**src/rtl/hdmi_pkg.sv**
```systemverilog
// Shared HDMI-path types and default timing constants.
package hdmi_pkg;

  localparam int unsigned H_ACTIVE_DEF    = 640;
  localparam int unsigned V_ACTIVE_DEF    = 480;
  localparam int unsigned BYTES_PER_PIXEL = 3;

  typedef enum logic [1:0] {
    FS_IDLE,
    FS_FETCH,
    FS_DRAIN,
    FS_ABORT
  } fetch_state_e;

endpackage

```
**src/rtl/wishbone_if.sv**
```systemverilog
// Pipelined Wishbone bus bundle; addr/data are 32-bit, byte-addressed.
interface wishbone_if;

  logic        cyc;
  logic        stb;
  logic        we;
  logic [3:0]  sel;
  logic [31:0] addr;
  logic [31:0] dat_w;
  logic [31:0] dat_r;
  logic        ack;
  logic        err;
  logic        stall;

  modport master (
    output cyc, stb, we, sel, addr, dat_w,
    input  dat_r, ack, err, stall
  );

  modport slave (
    input  cyc, stb, we, sel, addr, dat_w,
    output dat_r, ack, err, stall
  );

endinterface

```
**src/rtl/hdmi_fetch_ctrl.sv**
```systemverilog
// Per-frame framebuffer reader: issues pipelined Wishbone reads, throttled by
// FIFO fill and an in-flight limit, and writes returned words to the pixel FIFO.
module hdmi_fetch_ctrl
  import hdmi_pkg::*;
#(
  parameter int unsigned H_ACTIVE        = H_ACTIVE_DEF,
  parameter int unsigned V_ACTIVE        = V_ACTIVE_DEF,
  parameter int unsigned FIFO_ASIZE      = 11,
  parameter int unsigned MAX_OUTSTANDING = 4,
  parameter int unsigned HEADROOM        = 8
) (
  input  logic                  clk_i,
  input  logic                  rst_i,
  input  logic                  enable_i,
  input  logic [31:0]           base_addr_i,
  input  logic                  frame_start_i,
  input  logic [FIFO_ASIZE:0]   fifo_wfill_i,
  wishbone_if.master            fetch_if,
  output logic                  fifo_wr_o,
  output logic [31:0]           fifo_wdata_o,
  output logic                  busy_o,
  output logic                  frame_done_o,
  output logic                  err_o,
  output logic                  late_o
);

  localparam int unsigned LINE_WORDS  = H_ACTIVE * BYTES_PER_PIXEL / 4;
  localparam int unsigned FRAME_WORDS = LINE_WORDS * V_ACTIVE;
  localparam int unsigned CW          = $clog2(FRAME_WORDS + 1);
  localparam int unsigned OW          = $clog2(MAX_OUTSTANDING + 1);
  localparam int unsigned DEPTH       = 1 << FIFO_ASIZE;

  if ((H_ACTIVE * BYTES_PER_PIXEL) % 4 != 0) begin : g_bad_geometry
    $error("hdmi_fetch_ctrl: H_ACTIVE*3 must be a multiple of 4");
  end

  fetch_state_e   state_q;
  logic [CW-1:0]  iss_q;
  logic [CW-1:0]  ackd_q;
  logic [OW-1:0]  out_q;
  logic [31:0]    base_q;
  logic           cyc_q;
  logic           stb_q;
  logic [31:0]    addr_q;

  logic           acc;
  logic           rsp;
  logic           wb_err;
  logic           ack_ok;
  logic [OW-1:0]  out_n;
  logic [CW-1:0]  iss_n;
  logic           start_ok;
  logic           issue_ok;

  always_comb begin
    acc      = stb_q & ~fetch_if.stall;
    // Responses only count while a cycle is open and something is in flight,
    // so acks arriving after an asynchronous reset cannot corrupt the counter.
    rsp      = cyc_q & (fetch_if.ack | fetch_if.err) & (out_q != '0);
    wb_err   = cyc_q & fetch_if.err;
    ack_ok   = cyc_q & fetch_if.ack & ~fetch_if.err &
               ((state_q == FS_FETCH) || (state_q == FS_DRAIN));
    out_n    = out_q;
    if (acc && !rsp) begin
      out_n = out_q + OW'(1);
    end else if (!acc && rsp) begin
      out_n = out_q - OW'(1);
    end
    iss_n    = iss_q + CW'(acc);
    start_ok = (32'(fifo_wfill_i) + HEADROOM) < DEPTH;
    issue_ok = (iss_n < CW'(FRAME_WORDS)) &&
               (out_n < OW'(MAX_OUTSTANDING)) &&
               ((32'(fifo_wfill_i) + 32'(out_n) + HEADROOM) < DEPTH);
  end

  always_ff @(posedge clk_i or posedge rst_i) begin
    if (rst_i) begin
      state_q      <= FS_IDLE;
      iss_q        <= '0;
      ackd_q       <= '0;
      out_q        <= '0;
      base_q       <= '0;
      cyc_q        <= 1'b0;
      stb_q        <= 1'b0;
      addr_q       <= '0;
      fifo_wr_o    <= 1'b0;
      fifo_wdata_o <= '0;
      frame_done_o <= 1'b0;
      err_o        <= 1'b0;
      late_o       <= 1'b0;
    end else begin
      fifo_wr_o    <= 1'b0;
      frame_done_o <= 1'b0;
      out_q        <= out_n;

      if (frame_start_i && (state_q != FS_IDLE)) begin
        late_o <= 1'b1;
      end

      if (ack_ok) begin
        fifo_wr_o    <= 1'b1;
        fifo_wdata_o <= fetch_if.dat_r;
        ackd_q       <= ackd_q + CW'(1);
      end

      case (state_q)
        FS_IDLE: begin
          if (enable_i && frame_start_i) begin
            base_q  <= base_addr_i & ~32'h3;
            addr_q  <= base_addr_i & ~32'h3;
            iss_q   <= '0;
            ackd_q  <= '0;
            out_q   <= '0;
            cyc_q   <= 1'b1;
            stb_q   <= start_ok;
            state_q <= FS_FETCH;
          end
        end
        FS_FETCH: begin
          iss_q <= iss_n;
          if (wb_err) begin
            err_o   <= 1'b1;
            stb_q   <= 1'b0;
            state_q <= FS_ABORT;
          end else if (!enable_i || (iss_n == CW'(FRAME_WORDS))) begin
            stb_q   <= 1'b0;
            state_q <= FS_DRAIN;
          end else if (!(stb_q && fetch_if.stall)) begin
            stb_q  <= issue_ok;
            addr_q <= base_q + (32'(iss_n) << 2);
          end
        end
        FS_DRAIN: begin
          if (wb_err) begin
            err_o   <= 1'b1;
            state_q <= FS_ABORT;
          end else if (out_q == '0) begin
            cyc_q        <= 1'b0;
            frame_done_o <= (ackd_q == CW'(FRAME_WORDS));
            state_q      <= FS_IDLE;
          end
        end
        FS_ABORT: begin
          if (out_q == '0) begin
            cyc_q   <= 1'b0;
            state_q <= FS_IDLE;
          end
        end
        default: state_q <= FS_IDLE;
      endcase
    end
  end

  assign busy_o         = (state_q != FS_IDLE);
  assign fetch_if.cyc   = cyc_q;
  assign fetch_if.stb   = stb_q;
  assign fetch_if.addr  = addr_q;
  assign fetch_if.we    = 1'b0;
  assign fetch_if.sel   = 4'hF;
  assign fetch_if.dat_w = '0;

endmodule
```
**src/flat_wrapper.sv**
```systemverilog
// flat-port wrapper written by rule: the top's interface ports become plain ports
module hdmi_fetch_ctrl_flat import hdmi_pkg::*;
#(
  parameter int unsigned H_ACTIVE        = H_ACTIVE_DEF,
  parameter int unsigned V_ACTIVE        = V_ACTIVE_DEF,
  parameter int unsigned FIFO_ASIZE      = 11,
  parameter int unsigned MAX_OUTSTANDING = 4,
  parameter int unsigned HEADROOM        = 8
)
  (clk_i, rst_i, enable_i, base_addr_i, frame_start_i, fifo_wfill_i, fifo_wr_o, fifo_wdata_o, busy_o, frame_done_o, err_o, late_o, fetch_if_cyc, fetch_if_stb, fetch_if_we, fetch_if_sel, fetch_if_addr, fetch_if_dat_w, fetch_if_dat_r, fetch_if_ack, fetch_if_err, fetch_if_stall);
  wishbone_if fetch_if_i ();
  input  logic clk_i;
  input  logic rst_i;
  input  logic enable_i;
  input  logic [31:0] base_addr_i;
  input  logic frame_start_i;
  input  logic [FIFO_ASIZE:0] fifo_wfill_i;
  output logic fifo_wr_o;
  output logic [31:0] fifo_wdata_o;
  output logic busy_o;
  output logic frame_done_o;
  output logic err_o;
  output logic late_o;
  output wire logic [$bits(fetch_if_i.cyc)-1:0] fetch_if_cyc;
  output wire logic [$bits(fetch_if_i.stb)-1:0] fetch_if_stb;
  output wire logic [$bits(fetch_if_i.we)-1:0] fetch_if_we;
  output wire logic [$bits(fetch_if_i.sel)-1:0] fetch_if_sel;
  output wire logic [$bits(fetch_if_i.addr)-1:0] fetch_if_addr;
  output wire logic [$bits(fetch_if_i.dat_w)-1:0] fetch_if_dat_w;
  input wire logic [$bits(fetch_if_i.dat_r)-1:0] fetch_if_dat_r;
  input wire logic [$bits(fetch_if_i.ack)-1:0] fetch_if_ack;
  input wire logic [$bits(fetch_if_i.err)-1:0] fetch_if_err;
  input wire logic [$bits(fetch_if_i.stall)-1:0] fetch_if_stall;
  assign fetch_if_cyc = fetch_if_i.cyc;
  assign fetch_if_stb = fetch_if_i.stb;
  assign fetch_if_we = fetch_if_i.we;
  assign fetch_if_sel = fetch_if_i.sel;
  assign fetch_if_addr = fetch_if_i.addr;
  assign fetch_if_dat_w = fetch_if_i.dat_w;
  assign fetch_if_i.dat_r = fetch_if_dat_r;
  assign fetch_if_i.ack = fetch_if_ack;
  assign fetch_if_i.err = fetch_if_err;
  assign fetch_if_i.stall = fetch_if_stall;
  hdmi_fetch_ctrl #(.H_ACTIVE(H_ACTIVE), .V_ACTIVE(V_ACTIVE), .FIFO_ASIZE(FIFO_ASIZE), .MAX_OUTSTANDING(MAX_OUTSTANDING), .HEADROOM(HEADROOM)) u_core (.clk_i(clk_i), .rst_i(rst_i), .enable_i(enable_i), .base_addr_i(base_addr_i), .frame_start_i(frame_start_i), .fifo_wfill_i(fifo_wfill_i), .fetch_if(fetch_if_i), .fifo_wr_o(fifo_wr_o), .fifo_wdata_o(fifo_wdata_o), .busy_o(busy_o), .frame_done_o(frame_done_o), .err_o(err_o), .late_o(late_o));
endmodule
```
**config.mk**
```make
export PLATFORM = sky130hd
export DESIGN_NAME = hdmi_fetch_ctrl_flat
export DESIGN_NICKNAME = d
export VERILOG_FILES = /design/src/rtl/hdmi_pkg.sv /design/src/rtl/wishbone_if.sv /design/src/rtl/hdmi_fetch_ctrl.sv /design/src/flat_wrapper.sv
export SDC_FILE = /design/constraint.sdc
export NUM_CORES = 1
export LEC_CHECK = 0
export ABC_AREA = 1
export CORE_UTILIZATION = 43
export CTS_BUF_LIST = sky130_fd_sc_hd__clkbuf_8
export DETAILED_ROUTE_END_ITERATION = 8
export HOLD_SLACK_MARGIN = 0.12
export PLACE_DENSITY = 0.7
export SYNTH_ARGS = -nofsm -noshare
export SYNTH_HDL_FRONTEND = slang
export SYNTH_SLANG_ARGS = --single-unit
```
**constraint.sdc**
```tcl
create_clock -name clk_i -period 15.7 [get_ports clk_i]
set_input_delay 4.71 -clock clk_i [delete_from_list [all_inputs] [get_ports clk_i]]
set_output_delay 4.71 -clock clk_i [all_outputs]
set_load 0.02 [all_outputs]
```
**The metal 3 layer**

Bar = 50 um.
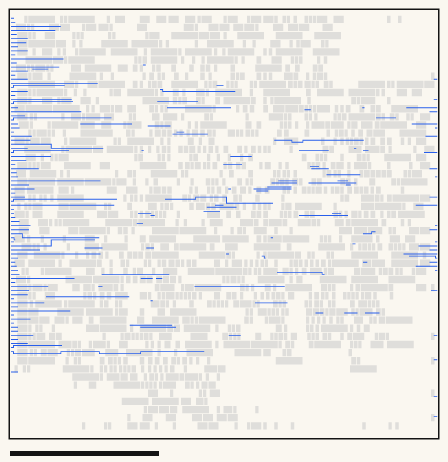
wire length on this layer: 1390 um
share of all routed wire: 6.2%

**Routing congestion map**

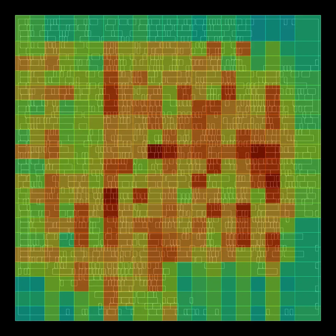
final core utilization: 53.96%
met2 usage in global routing: 38.61%
met1 Use GR: 28.48%
routing usage on met3: 5.466%

**Gate families picked out**

Bar = 50 um.
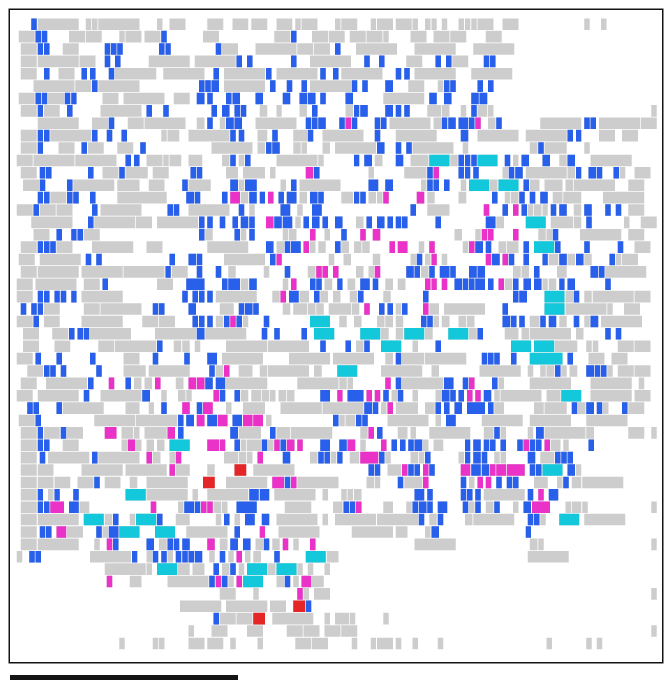
[fa/ha/maj cells] cyan | cells: 32 | most used: ha_1
[non-inverting ao/oa cells] red | cells: 4
[nor cells] magenta | cells: 107 | most used: nor2_1
[nand cells] blue | cells: 548 | most used: nand2_1 | where: spread over the die

**A small window of the routed layout**

Bar = 10 um. Region (87, 16) to (127, 56) um. Cells in gray, sequential cells in the stronger gray; small squares are vias.
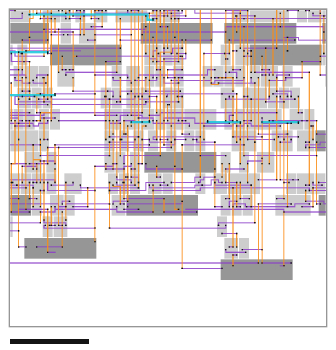
[M1] purple
[M2] orange
[M3] cyan
netlist names of flops here include: u_core.iss_q (9)
sequential cells in the window: 9
most frequent: nand2_1 (44), inv_1 (21), nand3_1 (11)
cells with their middle in the window: 124

**M1 wires**

Bar = 50 um. Supply wires on this layer in gray.
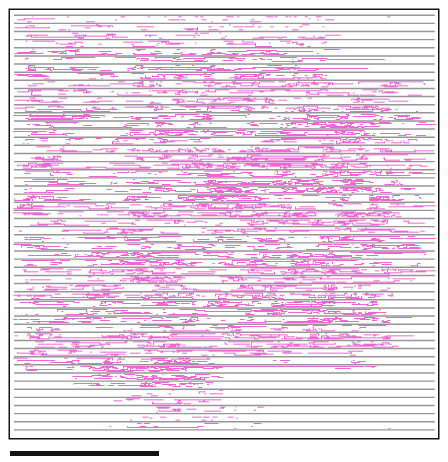
wire length on this layer: 9980 um
longest straight run: 80.5 um
main direction: horizontal
share of all routed wire: 45%

==> run summary <==
Latest figures from synthesis and place and route.

Counting stages on the worst path, the most repeated cell is nand2_1. Dividing the detail-routed via count by the number of cells gives 4.899. The area taken by sequential standard cells is reported as 0.003478 mm2. The cell area that synthesis handed to floorplanning was 0.008573 mm2. The launching element of the worst setup path is fetch_if_stall. The run finished with clean final reports. The layout has 1951 filler cells. Looking at hold timing, the worst path starts from u_core.late_o. The worst setup path is captured at a flop. The detailed router placed 7966 vias in this run.

The data arrival time of the critical path is 8.77 ns. Per the GRT congestion report, total overflow comes to 0. The synthesis run shows the most used standard cells to be 419 x nand2_1, 139 x dfrtp_1, 133 x inv_1, 93 x nand3_1, 87 x o21ai_0. The total routing resource utilization after global routing is 22.85%. The beginning of the worst register-to-register path is u_core.fetch_if.stb. The critical path's slowest stage uses the library cell clkdlybuf4s50_1. Sequential cells consume a total of 0.594 mW. The top layer reached by signal wires is met4. The path depth of the worst reg2reg path is 21.

The sequential area share after synthesis is 40.57%. OpenROAD reports that the post-layout worst path occupies 53.30% of the period. The post-synthesis simple-gate area fraction is 32.84%. The critical path required time is 16.10 ns. The post-synth count of flops with an enable pin is 0. The number of CTS-inserted buffers is 17.

Across the routed clock network, the largest skew measured is 0.01779 ns. Per the synthesis report, the XOR/XNOR share of the synthesized area is 1.022%. The clock latency of the later-clocked register in the worst-skew pair is 0.46 ns. By area the synthesized netlist is led by dfrtp_1 41%, nand2_1 18%, inv_1 5.8%. The switching power summed over all nets is 0.8439 mW. The biggest area contributor in the post-synthesis netlist is dfrtp_1.

Of the total power, the clock network draws 15.9%. Once iteration 0 of detailed routing completed, the report listed 362 DRC markers. The clock buffer count is 17.

The capture point of the worst reg-to-reg path is u_core.fetch_if.addr[28]. The register with the most flip-flops in the final layout is u_core.fifo_wdata_o. The register bit total from synthesis is 139. The first global-routing pass estimated 36.48 mm of wire.

The total of hold buffers inserted after clock tree synthesis is 0. Looking at the clock tree report, the maximum root-to-sink buffer count equals 2. The number of multi-input combinational cells in the layout is 897. The maximum operating frequency is 119.5 MHz.
## layout by cell type, fill, tap and decap left out, types with 3 or more instances in the layout
master,count
nand3_1,93
nor3_1,13
o22ai_1,16
nor2_4,3
nor2_2,3
buf_4,7
inv_6,5
nor4_1,7
nor3b_1,3
inv_8,4
inv_1,133
conb_1,39
clkbuf_8,17
clkinv_4,3
nand4_1,25
nor2_1,77
dfrtp_1,139
a21oi_1,40
or2_2,7
o21ai_0,87
nand2_1,419
nand2_2,5
clkdlybuf4s50_1,149
xor2_1,9
ha_1,31
Power figures rest on the tool's default switching activity, not on a simulated workload.
